### config.mk
export PLATFORM = sky130hd
export DESIGN_NAME = ysyx_040729_wbu
export DESIGN_NICKNAME = d
export VERILOG_FILES = /design/src/rtl/ysyx_040729_wbu.sv
export SDC_FILE = /design/constraint.sdc
export NUM_CORES = 1
export LEC_CHECK = 0
export CAP_MARGIN = 0
export CORE_MARGIN = 2
export CORE_UTILIZATION = 48
export CTS_CLUSTER_SIZE = 28
export DETAILED_ROUTE_END_ITERATION = 16
export PLACE_DENSITY = 0.83
export SLEW_MARGIN = 20
export SYNTH_ARGS = -nofsm -noshare
export SYNTH_HDL_FRONTEND = slang
export SYNTH_SLANG_ARGS = --single-unit
export TNS_END_PERCENT = 30
### constraint.sdc
create_clock -name clock -period 2.5 [get_ports clock]
set_input_delay 0.375 -clock clock [delete_from_list [all_inputs] [get_ports clock]]
set_output_delay 0.375 -clock clock [all_outputs]
set_load 0.03 [all_outputs]
### src/rtl/ysyx_040729_wbu.sv
// Write-back unit: retires one instruction per WRITE cycle, waits for load data,
// extracts and extends load results, and drives the register-file write port.
module ysyx_040729_wbu #(
    parameter int DATA_WIDTH = 64,
    parameter int REGI_DEPTH = 32,
    localparam int AW = $clog2(REGI_DEPTH)
) (
    input  logic                  clock,
    input  logic                  reset,
    input  logic                  in_valid,
    output logic                  in_ready,
    input  logic [AW-1:0]         in_rd,
    input  logic                  in_rd_wen,
    input  logic                  in_is_load,
    input  logic [2:0]            in_funct3,
    input  logic [DATA_WIDTH-1:0] in_result,
    input  logic [DATA_WIDTH-1:0] in_pc,
    input  logic                  mem_rvalid,
    input  logic [DATA_WIDTH-1:0] mem_rdata,
    output logic                  rf_wen,
    output logic [AW-1:0]         rf_waddr,
    output logic [DATA_WIDTH-1:0] rf_wdata,
    output logic                  commit_valid,
    output logic [DATA_WIDTH-1:0] commit_pc,
    output logic [63:0]           instret
);

    typedef enum logic [1:0] {
        ST_IDLE     = 2'd0,
        ST_WAIT_MEM = 2'd1,
        ST_WRITE    = 2'd2
    } wbu_state_t;

    wbu_state_t            state_r;
    logic                  in_ready_r;
    logic [AW-1:0]         rd_r;
    logic                  rd_wen_r;
    logic [2:0]            funct3_r;
    logic [2:0]            off_r;
    logic [DATA_WIDTH-1:0] pc_r;
    logic                  rf_wen_r;
    logic [AW-1:0]         rf_waddr_r;
    logic [DATA_WIDTH-1:0] rf_wdata_r;
    logic                  commit_valid_r;
    logic [DATA_WIDTH-1:0] commit_pc_r;
    logic [63:0]           instret_r;

    logic                  handshake_s;
    logic [DATA_WIDTH-1:0] load_data_s;

    // Selects the addressed byte/half/word of the aligned memory word; offset
    // bits below the access size are dropped so misaligned loads never trap.
    function automatic logic [DATA_WIDTH-1:0] load_extend(
        input logic [2:0]            funct3,
        input logic [2:0]            off,
        input logic [DATA_WIDTH-1:0] word
    );
        logic [7:0]  b;
        logic [15:0] h;
        logic [31:0] w;
        b = 8'(word >> {off, 3'b000});
        h = 16'(word >> {off[2:1], 4'b0000});
        w = 32'(word >> {off[2], 5'b00000});
        case (funct3)
            3'b000:  load_extend = {{(DATA_WIDTH-8){b[7]}}, b};
            3'b100:  load_extend = {{(DATA_WIDTH-8){1'b0}}, b};
            3'b001:  load_extend = {{(DATA_WIDTH-16){h[15]}}, h};
            3'b101:  load_extend = {{(DATA_WIDTH-16){1'b0}}, h};
            3'b010:  load_extend = {{(DATA_WIDTH-32){w[31]}}, w};
            3'b110:  load_extend = {{(DATA_WIDTH-32){1'b0}}, w};
            default: load_extend = word;
        endcase
    endfunction

    assign handshake_s = in_valid & in_ready_r;
    assign load_data_s = load_extend(funct3_r, off_r, mem_rdata);

    // Control FSM with registered write-port, commit and retire-count outputs.
    always_ff @(posedge clock or negedge reset) begin
        if (!reset) begin
            state_r        <= ST_IDLE;
            in_ready_r     <= 1'b1;
            rd_r           <= {AW{1'b0}};
            rd_wen_r       <= 1'b0;
            funct3_r       <= 3'b000;
            off_r          <= 3'b000;
            pc_r           <= {DATA_WIDTH{1'b0}};
            rf_wen_r       <= 1'b0;
            rf_waddr_r     <= {AW{1'b0}};
            rf_wdata_r     <= {DATA_WIDTH{1'b0}};
            commit_valid_r <= 1'b0;
            commit_pc_r    <= {DATA_WIDTH{1'b0}};
            instret_r      <= 64'd0;
        end else begin
            if (state_r == ST_WRITE) begin
                instret_r <= instret_r + 64'd1;
            end else begin
                instret_r <= instret_r;
            end
            case (state_r)
                ST_IDLE, ST_WRITE: begin
                    if (handshake_s) begin
                        rd_r     <= in_rd;
                        rd_wen_r <= in_rd_wen;
                        funct3_r <= in_funct3;
                        off_r    <= in_result[2:0];
                        pc_r     <= in_pc;
                        if (in_is_load) begin
                            state_r        <= ST_WAIT_MEM;
                            in_ready_r     <= 1'b0;
                            rf_wen_r       <= 1'b0;
                            commit_valid_r <= 1'b0;
                        end else begin
                            // Non-loads go straight to WRITE with the ALU result.
                            state_r        <= ST_WRITE;
                            in_ready_r     <= 1'b1;
                            rf_wen_r       <= in_rd_wen && (in_rd != {AW{1'b0}});
                            rf_waddr_r     <= in_rd;
                            rf_wdata_r     <= in_result;
                            commit_valid_r <= 1'b1;
                            commit_pc_r    <= in_pc;
                        end
                    end else begin
                        state_r        <= ST_IDLE;
                        in_ready_r     <= 1'b1;
                        rf_wen_r       <= 1'b0;
                        commit_valid_r <= 1'b0;
                    end
                end
                ST_WAIT_MEM: begin
                    if (mem_rvalid) begin
                        state_r        <= ST_WRITE;
                        in_ready_r     <= 1'b1;
                        rf_wen_r       <= rd_wen_r && (rd_r != {AW{1'b0}});
                        rf_waddr_r     <= rd_r;
                        rf_wdata_r     <= load_data_s;
                        commit_valid_r <= 1'b1;
                        commit_pc_r    <= pc_r;
                    end else begin
                        state_r        <= ST_WAIT_MEM;
                        in_ready_r     <= 1'b0;
                        rf_wen_r       <= 1'b0;
                        commit_valid_r <= 1'b0;
                    end
                end
                default: begin
                    state_r        <= ST_IDLE;
                    in_ready_r     <= 1'b1;
                    rf_wen_r       <= 1'b0;
                    commit_valid_r <= 1'b0;
                end
            endcase
        end
    end

    assign in_ready     = in_ready_r;
    assign rf_wen       = rf_wen_r;
    assign rf_waddr     = rf_waddr_r;
    assign rf_wdata     = rf_wdata_r;
    assign commit_valid = commit_valid_r;
    assign commit_pc    = commit_pc_r;
    assign instret      = instret_r;

endmodule
### Routed metal per tile

34 x 34 tiles, from dark blue (low) to red (high), scaled to the fullest tile. Values are wire area over tile area, all layers added.
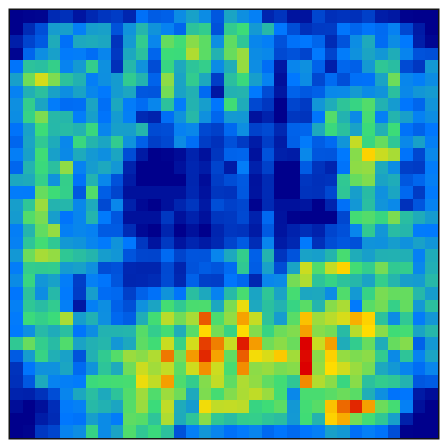
tiles over half the peak = 20%
mean over tiles = 0.26
nearly empty tiles = 4.3%
emptiest ninth of the die = middle
densest ninth of the die = bottom middle
Post-Route WL: 44,900 um
GRT Overall Usage: 29.9%
Routed wire per std cell: 20.9 um

### Cell sizes after repair

Bar = 50 um.
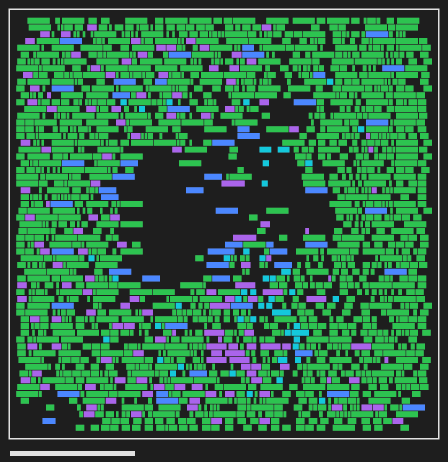
cyan -> _3 and _4 cells  # cells 47
green -> _0 and _1 cells  # cells 1,527
purple -> _2 cells  # cells 135
blue -> _6 and larger  # cells 51
Area growth, synth to finish: 41.9%
Non-Clock Buffer Count: 459

==> report_table.html <==
<h3>Run summary</h3>
<table>
<tr><th>Metric</th><th>Value</th></tr>
<tr><th colspan="2">Global route</th></tr>
<tr><td>Overflow after GRT</td><td>0</td></tr>
<tr><td>Maximum number of pins on one net before global-route repair</td><td>68</td></tr>
<tr><td>GRT met2 Usage</td><td>47.3%</td></tr>
<tr><td>Met3 demand-to-capacity share in global routing</td><td>~7.2%</td></tr>
<tr><td>Number of antenna violations at the first check in global routing</td><td>4</td></tr>
<tr><td>Number of global-route vias before repair</td><td>around 12,000</td></tr>
<tr><td>Global routing usage on met1</td><td>39.5%</td></tr>
<tr><th colspan="2">Finish</th></tr>
<tr><td>Summed area of non-filler cells in the final layout</td><td>19,100 um^2</td></tr>
<tr><td>Multi-input combinational cell area</td><td>6100 um^2</td></tr>
<tr><td>Non-clock buffer share</td><td>24.2%</td></tr>
<tr><td>Non-clock inverter total of the final layout</td><td>13</td></tr>
<tr><td>Combinational share of cell area</td><td>31.9%</td></tr>
<tr><td>Most common logic cells in the final layout</td><td>404 x sky130_fd_sc_hd__clkdlybuf4s50_1, 275 x sky130_fd_sc_hd__dfrtp_1, 209 x sky130_fd_sc_hd__nand2_1</td></tr>
<tr><td>Final cell utilization of the core</td><td>~69%</td></tr>
<tr><td>Most frequent standard cell in the layout excluding fill and tap cells</td><td>sky130_fd_sc_hd__clkdlybuf4s50_1</td></tr>
<tr><td>Fillers</td><td>2,074</td></tr>
<tr><td>Number of logic gates</td><td>959</td></tr>
<tr><td>Number of clock buffers in the layout</td><td>about 42</td></tr>
<tr><td>Max-area cell class</td><td>registers</td></tr>
<tr><td>Diodes inserted</td><td>5</td></tr>
<tr><td>Final Net Count</td><td>1,947</td></tr>
<tr><td>FF+latch count</td><td>between 200 and 300</td></tr>
<tr><td>Final clock-cell share</td><td>4.83%</td></tr>
<tr><td>Post-Layout Cell Count</td><td>2,143</td></tr>
<tr><th colspan="2">Timing</th></tr>
<tr><td>Pin slew with the least headroom to its limit</td><td>0.740 ns</td></tr>
<tr><td>Number of failing setup endpoints in the final timing report</td><td>0</td></tr>
<tr><td>Post-layout period usage</td><td>between 80% and 90%</td></tr>
<tr><td>Maximum clock frequency</td><td>roughly 450 MHz</td></tr>
<tr><td>Number of max-slew violations in the final report</td><td>0</td></tr>
<tr><td>Unrepaired setup endpoints after global routing</td><td>no</td></tr>
<tr><td>Skew final</td><td>0.0187 ns</td></tr>
<tr><td>Worst Hold Slack</td><td>0.267 ns</td></tr>
<tr><td>Final setup TNS</td><td>0 ns</td></tr>
<tr><td>Time the worst path needs with I/O delays and setup</td><td>2.22 ns</td></tr>
<tr><td>Final Hold Violation Tally</td><td>0</td></tr>
<tr><td>Worst slew margin relative to its limit</td><td>50.7%</td></tr>
<tr><td>Setup ws final</td><td>0.280 ns</td></tr>
<tr><th colspan="2">Worst setup path</th></tr>
<tr><td>CP Cell Sequence</td><td>ha_1 &gt; nand3b_1 &gt; nor2_1 &gt; nand3_1 &gt; nor4_1 &gt; xor2_1</td></tr>
<tr><td>Count of cell instances traversed by the critical path</td><td>6</td></tr>
<tr><td>Worst Setup EP</td><td>instret[46]$_DFFE_PN0N_</td></tr>
<tr><td>Flop2flop setup slack</td><td>between 0.2 and 0.3 ns</td></tr>
<tr><td>Kind of launch point of the worst setup path</td><td>flip-flop</td></tr>
<tr><td>Capture point of the worst reg-to-reg path</td><td>instret[46]$_DFFE_PN0N_</td></tr>
<tr><td>Worst EP arrival</td><td>2.71 ns</td></tr>
<tr><td>Cell depth of the worst flop-to-flop path</td><td>6</td></tr>
<tr><td>Critical Path Slowest Stage Cell</td><td>sky130_fd_sc_hd__dfrtp_1</td></tr>
<tr><td>Critical R2R Launch</td><td>instret[0]$_DFFE_PN0N_</td></tr>
<tr><td>Worst-path fanout max</td><td>6</td></tr>
<tr><td>CP top delay family</td><td>simple AND/OR/NAND/NOR gates</td></tr>
<tr><td>Startpoint-to-endpoint class of the critical path</td><td>reg -&gt; reg</td></tr>
<tr><td>Worst Path Required</td><td>2.99 ns</td></tr>
<tr><td>CP peak stage delay</td><td>0.46 ns</td></tr>
<tr><td>Setup crit start</td><td>instret[0]$_DFFE_PN0N_</td></tr>
<tr><th colspan="2">Logic synthesis</th></tr>
<tr><td>Count of cell types in the netlist</td><td>52</td></tr>
<tr><td>Total of flip-flops plus latches after synthesis</td><td>277</td></tr>
<tr><td>Dominant comb cell</td><td>simple AND/OR/NAND/NOR gates</td></tr>
<tr><td>Synth top area cells</td><td>sky130_fd_sc_hd__dfrtp_1 51%, sky130_fd_sc_hd__mux2_2 6.6%, sky130_fd_sc_hd__nand2_1 5.8%</td></tr>
<tr><td>Area fraction in and, or, nand and nor cells</td><td>17.2%</td></tr>
<tr><td>Library cell with the largest summed area after synthesis</td><td>sky130_fd_sc_hd__dfrtp_1</td></tr>
<tr><td>Synthesized Nets</td><td>1,550</td></tr>
<tr><td>Number of warning messages in the yosys log</td><td>0</td></tr>
<tr><td>Area share of the largest cell type after synthesis</td><td>approximately half</td></tr>
<tr><td>Async set or reset register ratio after synthesis</td><td>100%</td></tr>
<tr><td>Post-synth EDFFs</td><td>0</td></tr>
<tr><td>Seq share, synth</td><td>around half</td></tr>
<tr><td>Syn_area_per_cell</td><td>10.0 um^2</td></tr>
<tr><td>Area fraction in mux cells</td><td>11.3%</td></tr>
<tr><td>Commonest register cell after synthesis</td><td>sky130_fd_sc_hd__dfrtp_1</td></tr>
<tr><td>Fraction of the mapped netlist area in adder cells</td><td>0.0928%</td></tr>
<tr><td>Cell with the most instances after synthesis</td><td>sky130_fd_sc_hd__dfrtp_1</td></tr>
<tr><td>Post-Synth XOR/XNOR Area</td><td>4.09%</td></tr>
<tr><td>Area of the mapped netlist</td><td>13,500 um^2</td></tr>
<tr><td>Synthesized chip area reported by yosys</td><td>13,500 um^2</td></tr>
<tr><td>Commonest cells post-synth</td><td>276 x sky130_fd_sc_hd__dfrtp_1, 209 x sky130_fd_sc_hd__nand2_1, 171 x sky130_fd_sc_hd__nor2_1</td></tr>
<tr><td>Aoi share</td><td>~13%</td></tr>
<tr><th colspan="2">Clocking</th></tr>
<tr><td>Cell resize tally after clock tree synthesis</td><td>0</td></tr>
<tr><td>Number of sinks on the clock net</td><td>277</td></tr>
<tr><td>Hold-fix buffer count after cts</td><td>1</td></tr>
<tr><td>Number of post-CTS setup repair buffers</td><td>0</td></tr>
<tr><td>TritonCTS clock tree</td><td>yes</td></tr>
<tr><td>CTS H-tree lvls</td><td>1</td></tr>
<tr><td>Clk_lat worst skew</td><td>roughly 0.57 ns</td></tr>
<tr><td>Maximum number of buffers from clock root to sink</td><td>3</td></tr>
<tr><td>Clock edge transition at the registers on the reported setup and hold paths</td><td>~0.07 ns</td></tr>
<tr><th colspan="2">Placed design</th></tr>
<tr><td>Port bufs</td><td>405</td></tr>
<tr><td>Cell Area, Placed</td><td>18,200 um^2</td></tr>
<tr><td>Setup WS pre-CTS</td><td>0.0378 ns</td></tr>
<tr><td>Total instance count after detailed placement</td><td>2,085</td></tr>
<tr><td>Final weighted congestion in routability-driven placement</td><td>roughly 0.96</td></tr>
<tr><td>Half-perimeter wire length after placement</td><td>32,700 um</td></tr>
<tr><th colspan="2">Die</th></tr>
<tr><td>Total die area</td><td>29,400 um^2</td></tr>
<tr><td>Initial Utilization</td><td>48.7%</td></tr>
<tr><td>Floorplan die height</td><td>172 um</td></tr>
<tr><td>Number of tapcells</td><td>378</td></tr>
<tr><td>Width of the die</td><td>172 um</td></tr>
<tr><td>Core region area</td><td>~28,000 um^2</td></tr>
<tr><td>Placement row count</td><td>between 60 and 70</td></tr>
<tr><th colspan="2">Pwr</th></tr>
<tr><td>Power density over the cells</td><td>between 1000 and 1500 nW/um^2</td></tr>
<tr><td>Largest Pwr Group</td><td>combinational logic</td></tr>
<tr><td>Clock Power</td><td>4.19 mW</td></tr>
<tr><td>Clock network fraction of total power</td><td>21.3%</td></tr>
<tr><td>Reported combinational group power</td><td>8.69 mW</td></tr>
<tr><td>Net switching share of the total power</td><td>39.2%</td></tr>
<tr><td>Standby leakage power</td><td>~8 nW</td></tr>
<tr><td>Sequential power share</td><td>34.6%</td></tr>
<tr><td>Worst VDD drop</td><td>0.000823 V</td></tr>
<tr><td>Internal cell power</td><td>12.0 mW</td></tr>
<tr><td>Total Power</td><td>19.7 mW</td></tr>
<tr><th colspan="2">Detailed routing</th></tr>
<tr><td>Tally of nets with antenna violations remaining after routing</td><td>0</td></tr>
<tr><td>Uppermost signal routing layer after detailed routing</td><td>met4</td></tr>
<tr><td>Vias after detailed routing</td><td>12,400</td></tr>
<tr><td>Total iterations of the first detailed-routing run</td><td>6</td></tr>
<tr><td>Number of DRC markers in iteration 0</td><td>about 1,300</td></tr>
<tr><td>Detailed-routed wire length on met3</td><td>4600 um</td></tr>
<tr><td>Remaining DRCs</td><td>0</td></tr>
<tr><td>Met1 wire length</td><td>17,700 um</td></tr>
<tr><td>Via-to-Cell Ratio</td><td>5.80</td></tr>
<tr><td>Sum of met2 wire segment lengths after detailed routing</td><td>between 20,000 and 25,000 um</td></tr>
<tr><th colspan="2">Flow run</th></tr>
<tr><td>Number of logged tool warnings</td><td>26</td></tr>
<tr><td>Maxcap violations</td><td>0</td></tr>
<tr><th colspan="2">Min path</th></tr>
<tr><td>Hold Path Class</td><td>in -&gt; async</td></tr>
<tr><th colspan="2">Status</th></tr>
<tr><td>Result of the run</td><td>finished clean</td></tr>
</table>
### Register map, names as in the netlist

Bar = 50 um. Other sequential cells in the stronger grey, the rest of the logic in the fainter grey.
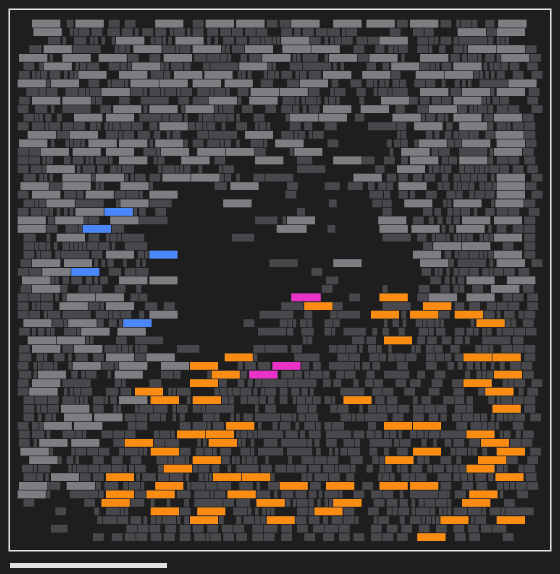
orange -> `rf_wdata`  # flops 64
blue -> `rf_waddr`  # flops 5, where left middle
magenta -> `off_r`  # flops 3
power in sequential cells: 6.81 mW
register fraction of the total cell area: 36.2%
area taken by flip-flops and latches: 6930 um^2

No activity file was given, so power comes from the tool's default toggle rates.
